===== config.mk =====
export PLATFORM = sky130hd
export DESIGN_NAME = debug_seg_driver
export DESIGN_NICKNAME = d
export VERILOG_FILES = /design/src/rtl/debug_seg_driver.sv
export SDC_FILE = /design/constraint.sdc
export NUM_CORES = 1
export LEC_CHECK = 0
export ABC_AREA = 1
export CORE_UTILIZATION = 48
export CTS_CLUSTER_DIAMETER = 100
export DETAILED_ROUTE_END_ITERATION = 16
export PLACE_DENSITY = 0.71
export SETUP_SLACK_MARGIN = 0.02
export SLEW_MARGIN = 10
export SYNTH_ARGS = -nofsm -noshare
export SYNTH_HDL_FRONTEND = slang
export SYNTH_SLANG_ARGS = --single-unit

===== constraint.sdc =====
create_clock -name clk -period 4.6 [get_ports clk]
set_clock_uncertainty 0.1 [all_clocks]
set_input_delay 1.38 -clock clk [delete_from_list [all_inputs] [get_ports clk]]
set_output_delay 1.38 -clock clk [all_outputs]
set_load 0.005 [all_outputs]

===== src/rtl/debug_seg_driver.sv =====
// Avalon-MM debug display: six active-low hex digits plus ten LEDs, with blank and blink masks.
// Optional blink logic is built only when DEBUG_SEG_BLINK_EN is defined.
module debug_seg_driver #(
    parameter int unsigned BLINK_DIV        = 25000000,
    parameter bit          RESET_EN_DISPLAY = 1'b1
) (
    input  logic        clk,
    input  logic        reset_n,
    input  logic [1:0]  avs_address,
    input  logic        avs_read,
    input  logic        avs_write,
    input  logic [3:0]  avs_byteenable,
    input  logic [31:0] avs_writedata,
    output logic [31:0] avs_readdata,
    output logic [41:0] seg_out,
    output logic [9:0]  led_out
);

    logic [23:0] value;
    logic [5:0]  blank_mask;
    logic        enable;
    logic [9:0]  leds;
    logic        phase;
    logic [5:0]  blink_active;
    logic        ctrl_write;
    logic [31:0] rd_mux;
    logic [41:0] seg_next;

    assign ctrl_write = avs_write && (avs_address == 2'd1);

`ifdef DEBUG_SEG_BLINK_EN
    localparam int unsigned CntW = (BLINK_DIV > 2) ? $clog2(BLINK_DIV) : 1;
    localparam logic [CntW-1:0] CntLast = CntW'(BLINK_DIV - 1);

    logic [5:0]      blink_mask;
    logic [CntW-1:0] blink_cnt;

    // A CTRL write restarts the blink cycle so software sees a deterministic phase.
    always_ff @(posedge clk or negedge reset_n) begin
        if (!reset_n) begin
            blink_cnt <= '0;
            phase     <= 1'b0;
        end else if (ctrl_write) begin
            blink_cnt <= '0;
            phase     <= 1'b0;
        end else if (blink_cnt == CntLast) begin
            blink_cnt <= '0;
            phase     <= ~phase;
        end else begin
            blink_cnt <= blink_cnt + 1'b1;
        end
    end

    always_ff @(posedge clk or negedge reset_n) begin
        if (!reset_n) begin
            blink_mask <= '0;
        end else if (ctrl_write && avs_byteenable[1]) begin
            blink_mask <= avs_writedata[13:8];
        end
    end

    assign blink_active = blink_mask & {6{phase}};
`else
    assign phase        = 1'b0;
    assign blink_active = '0;
`endif

    logic unused_bits;
    assign unused_bits = ^{avs_writedata[31:24], avs_byteenable[3], ctrl_write};

    always_ff @(posedge clk or negedge reset_n) begin
        if (!reset_n) begin
            value      <= '0;
            blank_mask <= '0;
            enable     <= RESET_EN_DISPLAY;
            leds       <= '0;
        end else if (avs_write) begin
            unique case (avs_address)
                2'd0: begin
                    if (avs_byteenable[0]) value[7:0]   <= avs_writedata[7:0];
                    if (avs_byteenable[1]) value[15:8]  <= avs_writedata[15:8];
                    if (avs_byteenable[2]) value[23:16] <= avs_writedata[23:16];
                end
                2'd1: begin
                    if (avs_byteenable[0]) blank_mask <= avs_writedata[5:0];
                    if (avs_byteenable[2]) enable     <= avs_writedata[16];
                end
                2'd2: begin
                    if (avs_byteenable[0]) leds[7:0] <= avs_writedata[7:0];
                    if (avs_byteenable[1]) leds[9:8] <= avs_writedata[9:8];
                end
                2'd3: value <= value + avs_writedata[23:0];
                default: ;
            endcase
        end
    end

    always_comb begin
        rd_mux = '0;
        unique case (avs_address)
            2'd0: rd_mux[23:0] = value;
            2'd1: begin
                rd_mux[5:0] = blank_mask;
`ifdef DEBUG_SEG_BLINK_EN
                rd_mux[13:8] = blink_mask;
`endif
                rd_mux[16] = enable;
            end
            2'd2: rd_mux[9:0] = leds;
            2'd3: rd_mux = {value, 7'b0, phase};
            default: ;
        endcase
    end

    function automatic logic [6:0] hex7(input logic [3:0] n);
        logic [6:0] s;
        case (n)
            4'h0: s = 7'h40;
            4'h1: s = 7'h79;
            4'h2: s = 7'h24;
            4'h3: s = 7'h30;
            4'h4: s = 7'h19;
            4'h5: s = 7'h12;
            4'h6: s = 7'h02;
            4'h7: s = 7'h78;
            4'h8: s = 7'h00;
            4'h9: s = 7'h10;
            4'hA: s = 7'h08;
            4'hB: s = 7'h03;
            4'hC: s = 7'h46;
            4'hD: s = 7'h21;
            4'hE: s = 7'h06;
            default: s = 7'h0E;
        endcase
        return s;
    endfunction

    always_comb begin
        seg_next = '1;
        for (int k = 0; k < 6; k++) begin
            if (enable && !blank_mask[k] && !blink_active[k]) begin
                seg_next[7*k +: 7] = hex7(value[4*k +: 4]);
            end
        end
    end

    // Read data and display drive are registered from pre-write state.
    always_ff @(posedge clk or negedge reset_n) begin
        if (!reset_n) begin
            avs_readdata <= '0;
            seg_out      <= '1;
            led_out      <= '0;
        end else begin
            if (avs_read) avs_readdata <= rd_mux;
            seg_out <= seg_next;
            led_out <= leds;
        end
    end

endmodule


==> results.cfg, run 1 <==
; synthesis and place-and-route metrics
[clock_network]
holdBufCountCts = 0
htree_levels = 4
cts_resized = 0
cts.sinks = 125
numCtsBuffers = 17
clk_latency_ns = 0.42
cts_tree = yes
clockBufferDepth = 2
clock-root-buffer = clkbuf_16
post_cts_buffers = 0

[logic_synthesis]
postSynthCellCount = 1038
ys_top_logic_family = simple AND/OR/NAND/NOR gates
synth_area_per_cell_sq_um = 7.62
ys_sh_aoi_pct = 14.5
synth_flop_count = 125
synth-xor-area-share_pct = 0.443
yosysSeqAreaShare_pct = 40.2
top_cell = nand2_1
muxShareOfSynthArea_pct = 0.427
synth_area_sq_mm = 0.00791
topCellsByArea = dfrtp_1 26%, dfstp_2 14%, nand2_1 14%, ha_1 10%, inv_1 6.4%
yosys_cells = 1038
fa_ha_area_share_pct = 10.2
synth_cell_type_count = 43
edf_count = 0
synth.top_cells.by_count = 292 x nand2_1, 135 x inv_1, 82 x dfrtp_1, 71 x nand3_1, 66 x o21ai_0
syn-num-nets = 1144
ys_warn_count = 0
async_flop_share_pct = 100
yosys-stat-area_sq_mm = 0.00791

[drt]
drcViolationCount = 0
route.met2.wl_um = 9610
drt_iter0_drc = 646
finalWirelength_um = 21300
antenna_left = 0
top_layer = met4
m1WireLength_um = 10200
post_drt_via_cell_ratio = 5.24
vias = 7197

[layout]
comb_cells = 731
fillers = 1470
lay_top_cells = 292 x nand2_1, 135 x inv_1, 115 x clkdlybuf4s50_1
instances_no_fill = 1373
largest_reg_flops = 42
n_all_inverters = 147
buf_share_pct = 12.3
lay_top_count = nand2_1
clock_buffer_count = 19
clock_area_share_pct = 5.95
largestRegisters = seg_out (42), avs_readdata (32), value (24)
largest-register = seg_out
buffers_excl_clock = 122
comb_area_sq_mm = 0.00400
drive_gt1_share_pct = 10.0
top_area_cell_class = multi-input combinational cells
area_delta_synth_final_pct = 23.7
ff_latch_area_sq_mm = 0.00318

[place]
dp.cells = 1341
place_hpwl_um = 15900
gp_congestion = 0.926
dpl_cell_area_sq_mm = 0.00921
pre_cts_ws_ns = 0.791

[sta]
relSlewSlack_pct = 46.6
finalClockPeriodUsage_pct = 74.4
setup_viol = 0
slew_viol_final = 0
finalHoldViolCount = 0
tightest_slew_ns = 0.802
fmax_mhz = 292
holdWs_ns = 0.302
setup_slack_ns = 1.18

[critical_path]
critPathKind = in -> reg
path_cells = clkdlybuf4s50_1, inv_1, ha_1, inv_2, o21ai_2, inv_1, o21ai_0, o21ai_1
worst-path-buf-inv = 4
cp_max_fo = 26
r2r_start = value[1]$_DFFE_PN0P_
ff2ff_path_depth = 12
cpMostUsedCell = inv_1
critPathTopFamily = buffers and inverters
worst_path_max_delay_cell = o21ai_2
crit_required_ns = 4.81
path_depth = 8
critPathLaunchType = input pin
worst_setup_path_end_kind = flip-flop

[status]
outcome = finished clean

[pwr]
combPwrFrac_pct = 33.9
p_leak_uw = 0.00466
finalPower_uw = 4360
power_top_consumer = registers
switching_power_uw = 1580
swShare_pct = 36.2
p_int_uw = 2780
peakVddDrop_mv = 0.270
powerDensity_mw_per_mm2 = 445
seqPwrFrac_pct = 35.8
p_comb_uw = 1480

[floorplanning]
fp-utilization_pct = 49.5
die_h_um = 130
dieWidth_um = 130
ios = 126

[grt]
antenna_found_initial = 0
grt_remaining_overflow = 0
grt_max_degree = 65
grt_pass1_wl_um = 34000

[hold_path]
min_from = leds[6]$_DFFE_PN0P_
hold_end = led_out[6]$_DFF_PN0_
min_path_type = reg -> reg
hold_depth = 0

[job]
warning_count = 68
cap_violations = 0
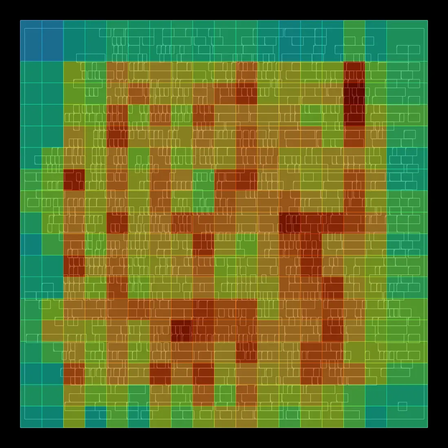
run_1/congestion_map.png
WL/cell: 15.5 um
GR Layer Usage met1: 37.3%
Most Crowded Layer GR: met2
Total GRT Usage: 26.4%

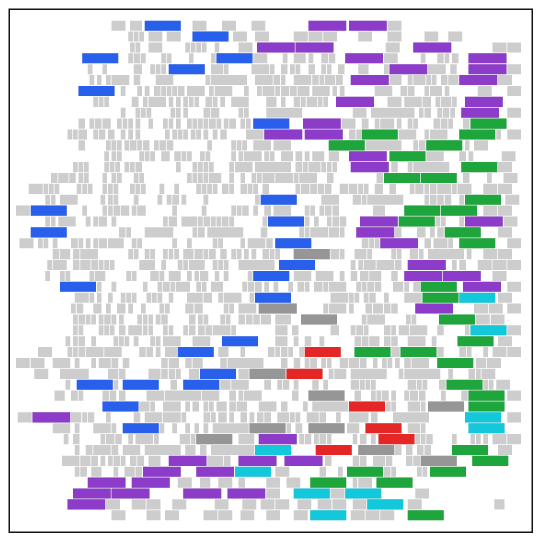
run_1/ff_map.png
(4 px per um) Other sequential cells in the stronger grey, the rest of the logic in the fainter grey.
[seg_out] purple | placed flops: 42 | where: spread over the die
[blank_mask] red | placed flops: 6
[led_out] cyan | placed flops: 10
[value] blue | placed flops: 24
[avs_readdata] green | placed flops: 32 | where: a vertical strip on the right
Seq/total area: 32.5%
Seq. pwr: 1560 uW
final core utilization: 61.2%

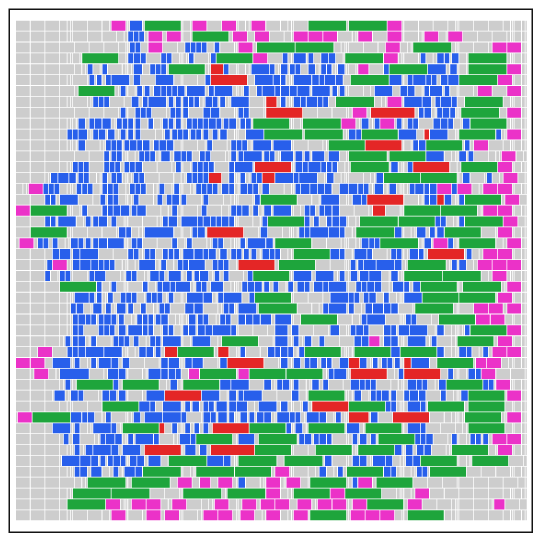
run_1/class_map.png
(4 px per um) Fill, decap, tap and diode cells in grey.
[clock drivers and dummy loads] red | cells: 32 | share of their area: 6.1%
[remaining logic cells] blue | cells: 878 | share of their area: 48%
[remaining buffers and delay cells] magenta | cells: 122 | share of their area: 13%
[registers] green | cells: 125 | share of their area: 33%
Core ar.: 0.0160 sq mm
design area: 0.00979 sq mm
Rows: 46

==> run 2, diff against run 1 <==
clock period = 3.35 ns   (was 4.6 ns; I/O delays follow)
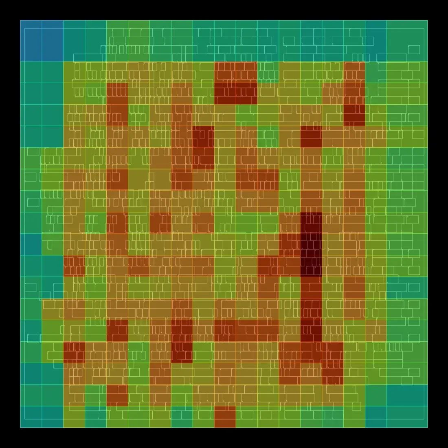
run_2/congestion_map.png
GR Layer Usage met1: 37.0%
Total GRT Usage: 26.6%

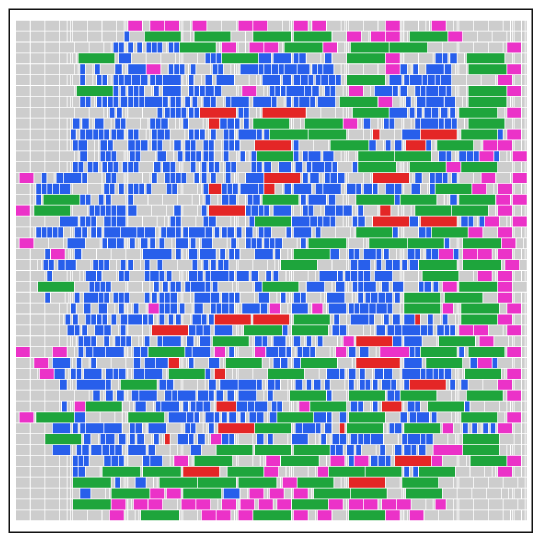
run_2/class_map.png
(4 px per um) Fill, decap, tap and diode cells in grey.
[clock drivers and dummy loads] red | cells: 32 | share of their area: 6.1%
[remaining logic cells] blue | cells: 878 | share of their area: 47%
[registers] green | cells: 125 | share of their area: 33%
[remaining buffers and delay cells] magenta | cells: 132 | share of their area: 14%
final core utilization: 61.9%
Seq/total area: 32.1%
design area: 0.00990 sq mm

==> run 2 against run 1 <==
Against the previous run: clock-buffer cell count rose by 4; synthesized cell count did not move; critical path depth rose by 6; worst hold slack improved by 0.0026 ns; wire length rose by 0.15%; cell count rose by 0.73%; global-route usage rose by 0.22 points.
==> results.cfg, run 2 <==
; synthesis and place-and-route metrics
[pwr]
finalPower_uw = 6030
swShare_pct = 35.7
p_leak_uw = 0.00471
powerDensity_mw_per_mm2 = 609
p_comb_uw = 2060
switching_power_uw = 2150
seqPwrFrac_pct = 35.4

[logic_synthesis]
async_flop_share_pct = 100
synth_area_per_cell_sq_um = 7.62
syn-num-nets = 1144
yosysSeqAreaShare_pct = 40.2
yosys-stat-area_sq_mm = 0.00791
synth_area_sq_mm = 0.00791
synth-xor-area-share_pct = 0.443
ys_warn_count = 0
synth.top_cells.by_count = 292 x nand2_1, 135 x inv_1, 82 x dfrtp_1, 71 x nand3_1, 66 x o21ai_0
edf_count = 0
synth_flop_count = 125

[layout]
clock_area_share_pct = 5.95
buf_share_pct = 13.2
largest-register = seg_out
ff_latch_area_sq_mm = 0.00318
drive_gt1_share_pct = 10.7
top_area_cell_class = multi-input combinational cells
clock_buffer_count = 23
lay_top_count = nand2_1
n_all_inverters = 147
largest_reg_flops = 42
largestRegisters = seg_out (42), avs_readdata (32), value (24)
fillers = 1452

[drt]
vias = 7284
route.met2.wl_um = 9720
finalWirelength_um = 21300
drt_iter0_drc = 500

[sta]
setup_viol = 0
relSlewSlack_pct = 59.1
fmax_mhz = 355
slew_viol_final = 0
tightest_slew_ns = 0.611
finalHoldViolCount = 0
setup_slack_ns = 0.530

[grt]
antenna_found_initial = 0
busiest_layer = met2
grt_remaining_overflow = 0

[status]
outcome = finished clean

[place]
dp.cells = 1351
gp_congestion = 0.910
dpl_cell_area_sq_mm = 0.00931
pre_cts_ws_ns = 0.133

[floorplanning]
rows = 46
fp-utilization_pct = 49.5
ios = 126
die_h_um = 130
dieWidth_um = 130

[clock_network]
post_cts_buffers = 0
holdBufCountCts = 0
htree_levels = 4
cts_resized = 0
clockBufferDepth = 2
clk_latency_ns = 0.42
cts.sinks = 125

[job]
cap_violations = 0

[hold_path]
min_path_type = in -> async

[critical_path]
path_cells = clkdlybuf4s50_1, ha_1, inv_1, fa_1, inv_1, nand3_1, nand3_2, nand2_1, nand2_2, nand3b_1, nand3_1, nand3_1, nand2_1, nand2_1
crit_required_ns = 3.56
r2r_start = value[0]$_DFFE_PN0P_
worst_setup_path_end_kind = flip-flop
worst-path-buf-inv = 3
==> run 3, diff against run 2 <==
clock period = 2.94 ns   (was 3.35 ns; I/O delays follow)
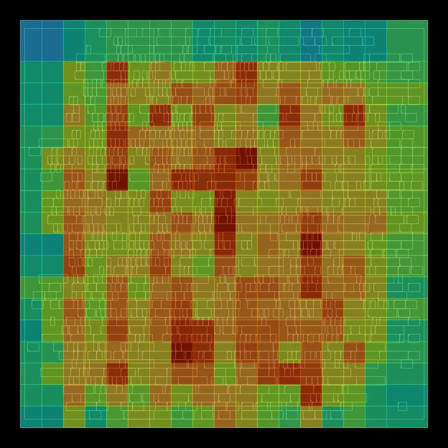
run_3/congestion_map.png
GR Layer Usage met1: 36.7%
Total GRT Usage: 26.8%
WL/cell: 15.4 um

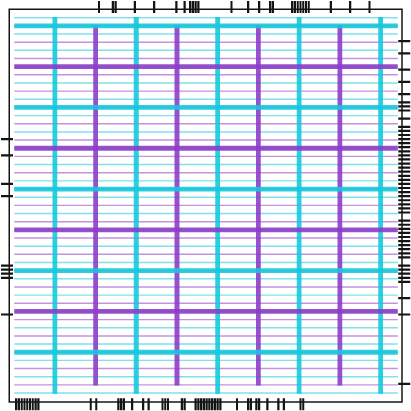
run_3/floorplan.png
(3 px per um) Pins as bars on the die edge.
[VDD] purple
[VSS] cyan
signal pins: 126
met4 straps: 9
rows: 46
met1 rails: 47
Die Y: 130 um
Max VDD drop: 0.493 mV

==> run 3 against run 2 <==
Against the previous run: register-to-register slack got worse by 0.49 ns; worst hold slack lost 0.0074 ns; sequential cell count is the same; total power is 17% higher; highest routed layer unchanged; die size unchanged; core utilization grew 1.5 points; combinational power grew 19%; critical path type unchanged; setup slack lost 0.33 ns; wire length increased by 1.6%.
==> results.cfg, run 3 <==
; synthesis and place-and-route metrics
[layout]
largestRegisters = seg_out (42), avs_readdata (32), value (24)
clock_buffer_count = 22
top_area_cell_class = multi-input combinational cells
lay_top_count = nand2_1
largest-register = seg_out
final_nets = 1288
utilization_pct = 63.4
buffers_excl_clock = 160
final_area_sq_mm = 0.0101
buf_share_pct = 15.2
instances_no_fill = 1411
drive_gt1_share_pct = 12.8
comb_cells = 731
n_antenna_cell = 0
sh_comb_area_pct = 39.4
sh_seq_area_pct = 31.4
comb_area_sq_mm = 0.00400
ff_latch_area_sq_mm = 0.00318
n_all_inverters = 147
fillers = 1410
lay_top_cells = 292 x nand2_1, 135 x inv_1, 115 x clkdlybuf4s50_1
clock_area_share_pct = 5.93
largest_reg_flops = 42
n_sequential_cell = 125
area_delta_synth_final_pct = 28.2

[logic_synthesis]
ys_sh_aoi_pct = 14.5
synth_top_area_share_pct = 25.9
syn-num-nets = 1144
top_area_cell = dfrtp_1
muxShareOfSynthArea_pct = 0.427
synth_top_flop_cell = dfrtp_1
synth.top_cells.by_count = 292 x nand2_1, 135 x inv_1, 82 x dfrtp_1, 71 x nand3_1, 66 x o21ai_0
postSynthCellCount = 1038
synth_flop_count = 125
yosys-stat-area_sq_mm = 0.00791
edf_count = 0
yosys_cells = 1038
synthSimpleGateAreaFrac_pct = 25.0
ys_warn_count = 0
synth_cell_type_count = 43
synth_area_per_cell_sq_um = 7.62
synth-xor-area-share_pct = 0.443
top_cell = nand2_1
synth_area_sq_mm = 0.00791
topCellsByArea = dfrtp_1 26%, dfstp_2 14%, nand2_1 14%, ha_1 10%, inv_1 6.4%
ys_top_logic_family = simple AND/OR/NAND/NOR gates
fa_ha_area_share_pct = 10.2
yosysSeqAreaShare_pct = 40.2
async_flop_share_pct = 100

[sta]
tns_ns = 0
finalClockPeriodUsage_pct = 93.3
holdWs_ns = 0.297
fmax_mhz = 364
slew_viol_final = 0
tightest_slew_ns = 0.642
setup_slack_ns = 0.196
period_minus_slack_ns = 2.74
rsz0062_at_grt = no
setup_viol = 0
finalHoldViolCount = 0
relSlewSlack_pct = 57.1

[grt]
grt_remaining_overflow = 0
grt_max_degree = 46
grt_pass1_wl_um = 34600
grt_use_met3_pct = 5.29
grt_pass1_vias = 6885
grtUsageMet2_pct = 42.8
busiest_layer = met2
antenna_found_initial = 0

[drt]
m1WireLength_um = 9920
post_drt_via_cell_ratio = 5.28
drt-pass1-iter-count = 5
drt_iter0_drc = 758
vias = 7449
drcViolationCount = 0
route.met3.wl_um = 1390
antenna_left = 0
finalWirelength_um = 21700
route.met2.wl_um = 10000
top_layer = met4

[floorplanning]
coreArea_sq_mm = 0.0160
rows = 46
fp-utilization_pct = 49.5
dieArea_sq_mm = 0.0170
dieWidth_um = 130
ios = 126
n_tap_cell = 216

[pwr]
swShare_pct = 35.2
p_comb_uw = 2460
power_top_consumer = combinational cells
seqPwrFrac_pct = 34.3
p_seq_uw = 2410
p_leak_uw = 0.00488
powerDensity_mw_per_mm2 = 692
pg_clk_uw = 2160
switching_power_uw = 2470
clockPowerShare_pct = 30.7
combPwrFrac_pct = 35.0
p_int_uw = 4550
finalPower_uw = 7030

[place]
place_hpwl_um = 16300
pre_cts_ws_ns = -0.179
dp.cells = 1379
io_buffers = 116
dpl_cell_area_sq_mm = 0.00955
gp_congestion = 0.950

[critical_path]
cpMostUsedCell = nand2_1
cp_max_fo = 4
crit_required_ns = 3.15
r2r_start = value[0]$_DFFE_PN0P_
path_cells = clkdlybuf4s50_1, ha_1, inv_1, fa_1, inv_1, buf_4, nand2_1, nand3_1, nand2_1, nand4_1, nand3_1, nand2_1, nand2_1
critPathLaunchType = input pin
reg2reg_to = value[22]$_DFFE_PN0P_
rrSetupSlack_ns = 0.57
cp-endpoint = value[22]$_DFFE_PN0P_
startpoint = avs_writedata[0]
max_stage_delay_ns = 0.50
worst_setup_path_end_kind = flip-flop
worst-path-buf-inv = 4
ff2ff_path_depth = 12
critPathKind = in -> reg
critPathTopFamily = buffers and inverters
crit_arrival_ns = 2.95
worst_path_max_delay_cell = clkdlybuf4s50_1

[status]
outcome = finished clean

[clock_network]
clockBufferDepth = 2
post_cts_buffers = 0
clock-root-buffer = clkbuf_16
clk_pin_slew_ns = 0.06
clk_latency_ns = 0.42
htree_levels = 4
holdBufCountCts = 0
cts.sinks = 125
cts_tree = yes
numCtsBuffers = 17
cts_resized = 0

[job]
warning_count = 68
cap_violations = 0

[hold_path]
min_path_type = in -> async
No activity file was given, so power comes from the tool's default toggle rates.
